==> config.mk <==
export PLATFORM = sky130hd
export DESIGN_NAME = seq_bit_serializer
export DESIGN_NICKNAME = d
export VERILOG_FILES = /design/src/rtl/seq_pkg.sv /design/src/rtl/seq_hold_buf.sv /design/src/rtl/seq_bit_serializer.sv
export SDC_FILE = /design/constraint.sdc
export NUM_CORES = 1
export LEC_CHECK = 0
export ABC_CLOCK_PERIOD_IN_PS = 5300
export CORE_MARGIN = 4
export CORE_UTILIZATION = 55
export DETAILED_ROUTE_END_ITERATION = 12
export PLACE_DENSITY = 0.81
export SYNTH_ARGS = -nofsm -noshare
export SYNTH_HDL_FRONTEND = slang
export SYNTH_SLANG_ARGS = --single-unit
==> constraint.sdc <==
create_clock -name clk -period 5.3 [get_ports clk]
set_clock_uncertainty 0.2 [all_clocks]
set_input_delay 0.795 -clock clk [delete_from_list [all_inputs] [get_ports clk]]
set_output_delay 0.795 -clock clk [all_outputs]
set_load 0.03 [all_outputs]
Figure 1. Clock wires, drivers and flops (run 1).
Scale bar: 20 um.
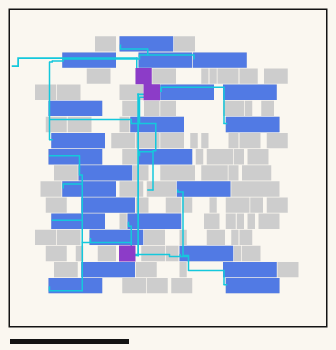
cells driving clock nets: in purple, count 3. clock wires: in cyan, length 257 um. flip-flops: in blue, count 24.
There are 4 routed clock nets.
Worst-Skew Late Latency: 320 ps
clock network fraction of total power: 14.9%
reported clock group power: 96.0 uW

Figure 2. Pin map (run 1).
Pins as bars across the die edge, other pins in gray.
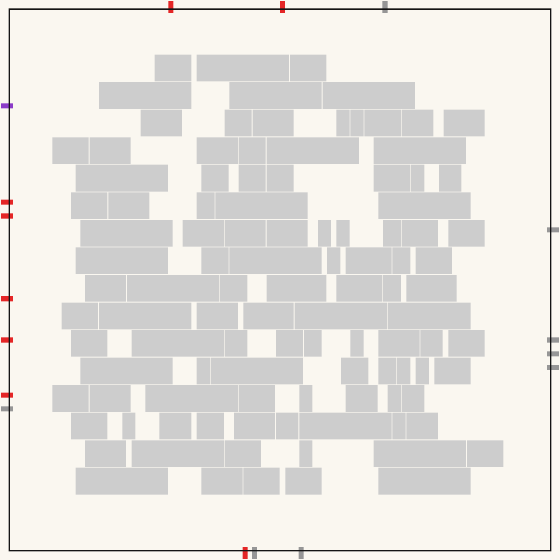
din: in red, pins 8, direction input, edge 5 west, 2 north, 1 south. clk: in purple, pins 1, direction input, edge west.
All pins by edge: 7 west, 4 east, 3 north, 3 south.
die x size: 53.3 um
tally of buffers added on design ports: 16
vertical die dimension: 53.3 um

Figure 3. M3 wires (run 1).
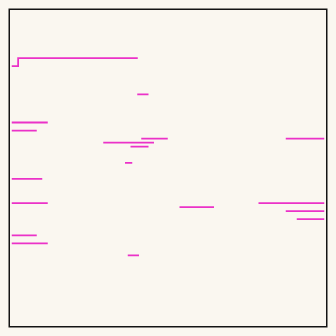
The layer holds 5.3% of the routed length. The wires run mostly horizontal. 17 nets have wire on it. The layer carries 105 um of wire. The longest straight run is 20.0 um.
wire length reported by the detailed router: 1970 um
met3 track demand over resource in global routing: 3.66%
total number of vias: 757

==> Table 3: Implementation characteristics, run 1 <==
Table: implementation figures

Parameter                              Value

Drt
  Wire length per cell after detailed routing    14.8 um
  Sum of met3 wire segment lengths after detailed routing    104 um
  Number of vias per cell    between 5 and 6
  Post-route antenna net violation count    0
  Uppermost layer routed    met4
  Detailed-route DRC error count    0
  First-pass DRT Iterations    4
  Amount of wire on met2 after detailed routing    just under 1000 um
  Met1 wire length    855 um

Clock network
  CTS root buf    sky130_fd_sc_hd__clkbuf_4
  Post-CTS Repair Setup Buffers    0
  Max clock buf depth    2
  Num Clock Sinks    24
  Clock tree from TritonCTS    yes
  Count of hold-fix buffers inserted at cts    0
  Resized Gates After CTS    0

Min path
  Hold Path Depth    2
  Worst min path class    register to register

STA
  Crit share post-route    49.6%
  Final critical-path setup slack    about 2700 ps
  Remaining max-slew budget at the tightest pin    between 40% and 50%
  Fin Hold WS    roughly 290 ps
  Highest clock frequency the design can meet    0.380 GHz
  Slew at the pin closest to its max-slew limit    approximately 880 ps
  Final sum of negative setup slack    0 ps

Worst setup path
  Slack of the worst reg-to-reg path    3440 ps
  Dominant delay contributor by cell family on the critical path    buffers and inverters
  Largest incremental delay on the critical path    680 ps
  Critical Path AT    1630 ps
  Cells traversed along the worst timing path    inv_1 -> clkdlybuf4s50_1
  Levels on crit path    2
  Reg2Reg Depth    4
  Sort of element at the end of the critical path    primary output
  Startpoint kind of the worst setup timing path    register
  Maximum fanout along the worst path    8
  Worst path slowest cell    sky130_fd_sc_hd__clkdlybuf4s50_1

Finish
  Cell class with the largest area share    flip-flops and latches
  Number of signal-net buffers in the layout    16
  Non-Filler Instances    between 100 and 150
  Final instance area    1330 sq um
  Number of diodes    0
  Commonest non-fill, non-tap cells in the layout    24 x sky130_fd_sc_hd__dfrtp_1, 16 x sky130_fd_sc_hd__clkdlybuf4s50_1, 8 x sky130_fd_sc_hd__mux2_2
  Sequential cells    24
  Number of filler instances in the final layout    165
  Sequential cell area share    45.0%
  Register area    601 sq um
  MI comb area    484 sq um
  Multi-input combinational gate total    57

Yosys
  Area fraction in full adders, half adders and majority gates    2.21%
  Cell types with the highest counts after synthesis    24 x sky130_fd_sc_hd__dfrtp_1, 8 x sky130_fd_sc_hd__mux2_2, 7 x sky130_fd_sc_hd__nand2_1
  Floorplan Nets    104
  Synth cell types    31
  Share of flip-flops with an asynchronous set or reset after synthesis    100%
  Post-synthesis mux area share    approximately 10%
  Area leader share    53.2%
  Yosys warns    0
  Share of synthesized area occupied by flip-flops and latches    53.2%
  Number of enable flip-flop cells    0
  Dominant flop cell    sky130_fd_sc_hd__dfrtp_1
  Top cells, area    sky130_fd_sc_hd__dfrtp_1 53%, sky130_fd_sc_hd__mux2_2 8.0%, sky130_fd_sc_hd__o221a_1 6.0%

Pwr
  Fraction of power spent switching nets    33.5%
  Pleak    0.000558 uW
  Flip-flop and latch power    320 uW
  Ratio of total power to cell area    roughly 480 nW/um^2
  Fraction of power consumed by combinational cells    approximately a third
  Highest-power group    sequential cells
  P_int    428 uW

Place
  Weighted congestion at the end of routability-driven global placement    0.720
  Pre-CTS worst setup slack    2720 ps
  Number of placed instances with taps included    129
  Dpl hpwl    1460 um

Floorplanning
  Number of primary I/O pins    17
  Core Rows    16
  Placeable core region    approximately 2000 sq um
  Initial cell density of the core    57.6%
  Tapcells    27
  Total Die Area    2840 sq um

Global route
  Global-route wire length before repair    3600 um
  Overall track demand over capacity in global routing    17.6%
  Largest net degree at the start of global routing    25
  Grt met2 use    a little under a third
  Number of antenna violations at the first check in global routing    0

Flow run
  Number of warnings the tools reported    27

Run status
  Outcome    finished clean
==> run 2: changes to the inputs <==
--- a/config.mk
+++ b/config.mk
@@ -5,11 +5,11 @@
 export SDC_FILE = /design/constraint.sdc
 export NUM_CORES = 1
 export LEC_CHECK = 0
-export ABC_CLOCK_PERIOD_IN_PS = 5300
+export ABC_CLOCK_PERIOD_IN_PS = 2560
 export CORE_MARGIN = 4
-export CORE_UTILIZATION = 55
+export CORE_UTILIZATION = 52
 export DETAILED_ROUTE_END_ITERATION = 12
-export PLACE_DENSITY = 0.81
+export PLACE_DENSITY = 0.77
 export SYNTH_ARGS = -nofsm -noshare
 export SYNTH_HDL_FRONTEND = slang
 export SYNTH_SLANG_ARGS = --single-unit
==> constraint.sdc (replaced) <==
create_clock -name clk -period 2.56 [get_ports clk]
set_clock_uncertainty 0.2 [all_clocks]
set_input_delay 0.384 -clock clk [delete_from_list [all_inputs] [get_ports clk]]
set_output_delay 0.384 -clock clk [all_outputs]
set_load 0.03 [all_outputs]
Figure 4. Placed standard cells (run 2).
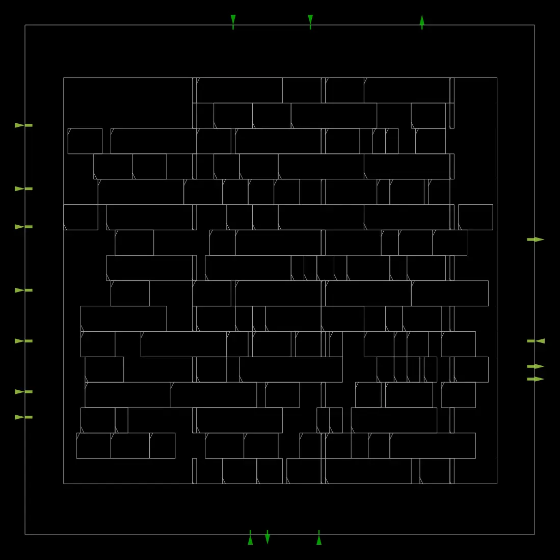
Core Rows: 16
number of filler instances in the final layout: 149
Non-Filler Instances: 135
sequential cells: 24
sequential cell area share: 44.0%

==> Table 3: Implementation characteristics, run 2 <==
Table: implementation figures

Parameter                              Value

Run status
  Outcome    finished clean (unchanged)

Global route
  Global-route wire length before repair    3390 um (was 3600 um)
  Largest net degree at the start of global routing    25 (unchanged)
  Number of antenna violations at the first check in global routing    0 (unchanged)
  Grt met2 use    26.6% (was 30.2%)
  Overall track demand over capacity in global routing    16.5% (was 17.6%)

STA
  Final sum of negative setup slack    0 ps (unchanged)
  Remaining max-slew budget at the tightest pin    75.7% (was 41.5%)
  Slew at the pin closest to its max-slew limit    365 ps (was 876 ps)
  Crit share post-route    87.4%
  Final critical-path setup slack    323 ps (was 2670 ps)
  Highest clock frequency the design can meet    about 0.45 GHz

Place
  Pre-CTS worst setup slack    507 ps (was 2720 ps)
  Weighted congestion at the end of routability-driven global placement    0.719 (was 0.720)
  Tally of buffers added on design ports    16 (unchanged)
  Number of placed instances with taps included    131 (was 129)

Clock network
  Worst-Skew Late Latency    320 ps (about the same)
  Count of hold-fix buffers inserted at cts    0 (unchanged)
  Post-CTS Repair Setup Buffers    0 (unchanged)
  Clock tree from TritonCTS    yes (unchanged)
  Resized Gates After CTS    0 (unchanged)

Drt
  Wire length reported by the detailed router    2060 um (was 1970 um)
  Number of vias per cell    5.73 (was 5.69)
  Met1 wire length    951 um (was 855 um)
  Detailed-route DRC error count    0 (unchanged)
  Post-route antenna net violation count    0 (unchanged)
  Amount of wire on met2 after detailed routing    985 um (was 978 um)
  Total number of vias    774 (was 757)
  Uppermost layer routed    met4 (unchanged)

Floorplanning
  Vertical die dimension    54.6 um (was 53.3 um)
  Total Die Area    2980 sq um (was 2840 sq um)

Yosys
  Synth cell types    31 (unchanged)
  Top cells, area    sky130_fd_sc_hd__dfrtp_1 53%, sky130_fd_sc_hd__mux2_2 8.0%, sky130_fd_sc_hd__o221a_1 6.0% (unchanged)
  Area fraction in full adders, half adders and majority gates    2.21% (unchanged)
  Post-synthesis mux area share    9.97% (unchanged)
  Dominant flop cell    sky130_fd_sc_hd__dfrtp_1 (unchanged)
  Area leader share    53.2% (unchanged)
  Share of synthesized area occupied by flip-flops and latches    53.2% (unchanged)
  Number of enable flip-flop cells    0 (unchanged)
  Share of flip-flops with an asynchronous set or reset after synthesis    100% (unchanged)
  Floorplan Nets    104 (unchanged)
  Cell types with the highest counts after synthesis    24 x sky130_fd_sc_hd__dfrtp_1, 8 x sky130_fd_sc_hd__mux2_2, 7 x sky130_fd_sc_hd__nand2_1 (unchanged)

Worst setup path
  Dominant delay contributor by cell family on the critical path    buffers and inverters (unchanged)
  Slack of the worst reg-to-reg path    700 ps (was 3440 ps)
  Reg2Reg Depth    4 (unchanged)
  Largest incremental delay on the critical path    680 ps (about the same)
  Levels on crit path    2 (unchanged)
  Startpoint kind of the worst setup timing path    register (unchanged)
  Maximum fanout along the worst path    8 (unchanged)
  Critical Path AT    1650 ps (was 1630 ps)
  Sort of element at the end of the critical path    primary output (unchanged)

Pwr
  Fraction of power consumed by combinational cells    33.3% (was 35.3%)
  Fraction of power spent switching nets    32.2% (was 33.5%)
  Ratio of total power to cell area    1040 nW/um^2 (was 482 nW/um^2)
  Flip-flop and latch power    669 uW (was 320 uW)
  Reported clock group power    275 uW (was 96.0 uW)
  P_int    960 uW (was 428 uW)
  Clock network fraction of total power    19.4% (was 14.9%)
  Pleak    0.000575 uW (was 0.000558 uW)
  Highest-power group    sequential cells (unchanged)

Finish
  Cell class with the largest area share    flip-flops and latches (unchanged)
  Commonest non-fill, non-tap cells in the layout    24 x sky130_fd_sc_hd__dfrtp_1, 16 x sky130_fd_sc_hd__clkdlybuf4s50_1, 8 x sky130_fd_sc_hd__mux2_2 (unchanged)
  Number of diodes    0 (unchanged)
  Register area    601 sq um (unchanged)
  Final instance area    1370 sq um (was 1330 sq um)

Flow run
  Number of warnings the tools reported    27 (unchanged)
Figure 5. Local utilization (run 2).
The die is cut into 11 by 11 equal tiles; white is low, dark blue is high, 0 to 100% covered.
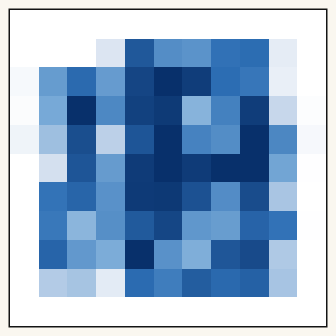
The mean over all tiles is 45%. The densest ninth of the die: center. The fullest tile reaches 100%.
placeable core region: 2020 sq um
Final Util: 67.5%
initial cell density of the core: 55.9%

No activity file was given, so power comes from the tool's default toggle rates.
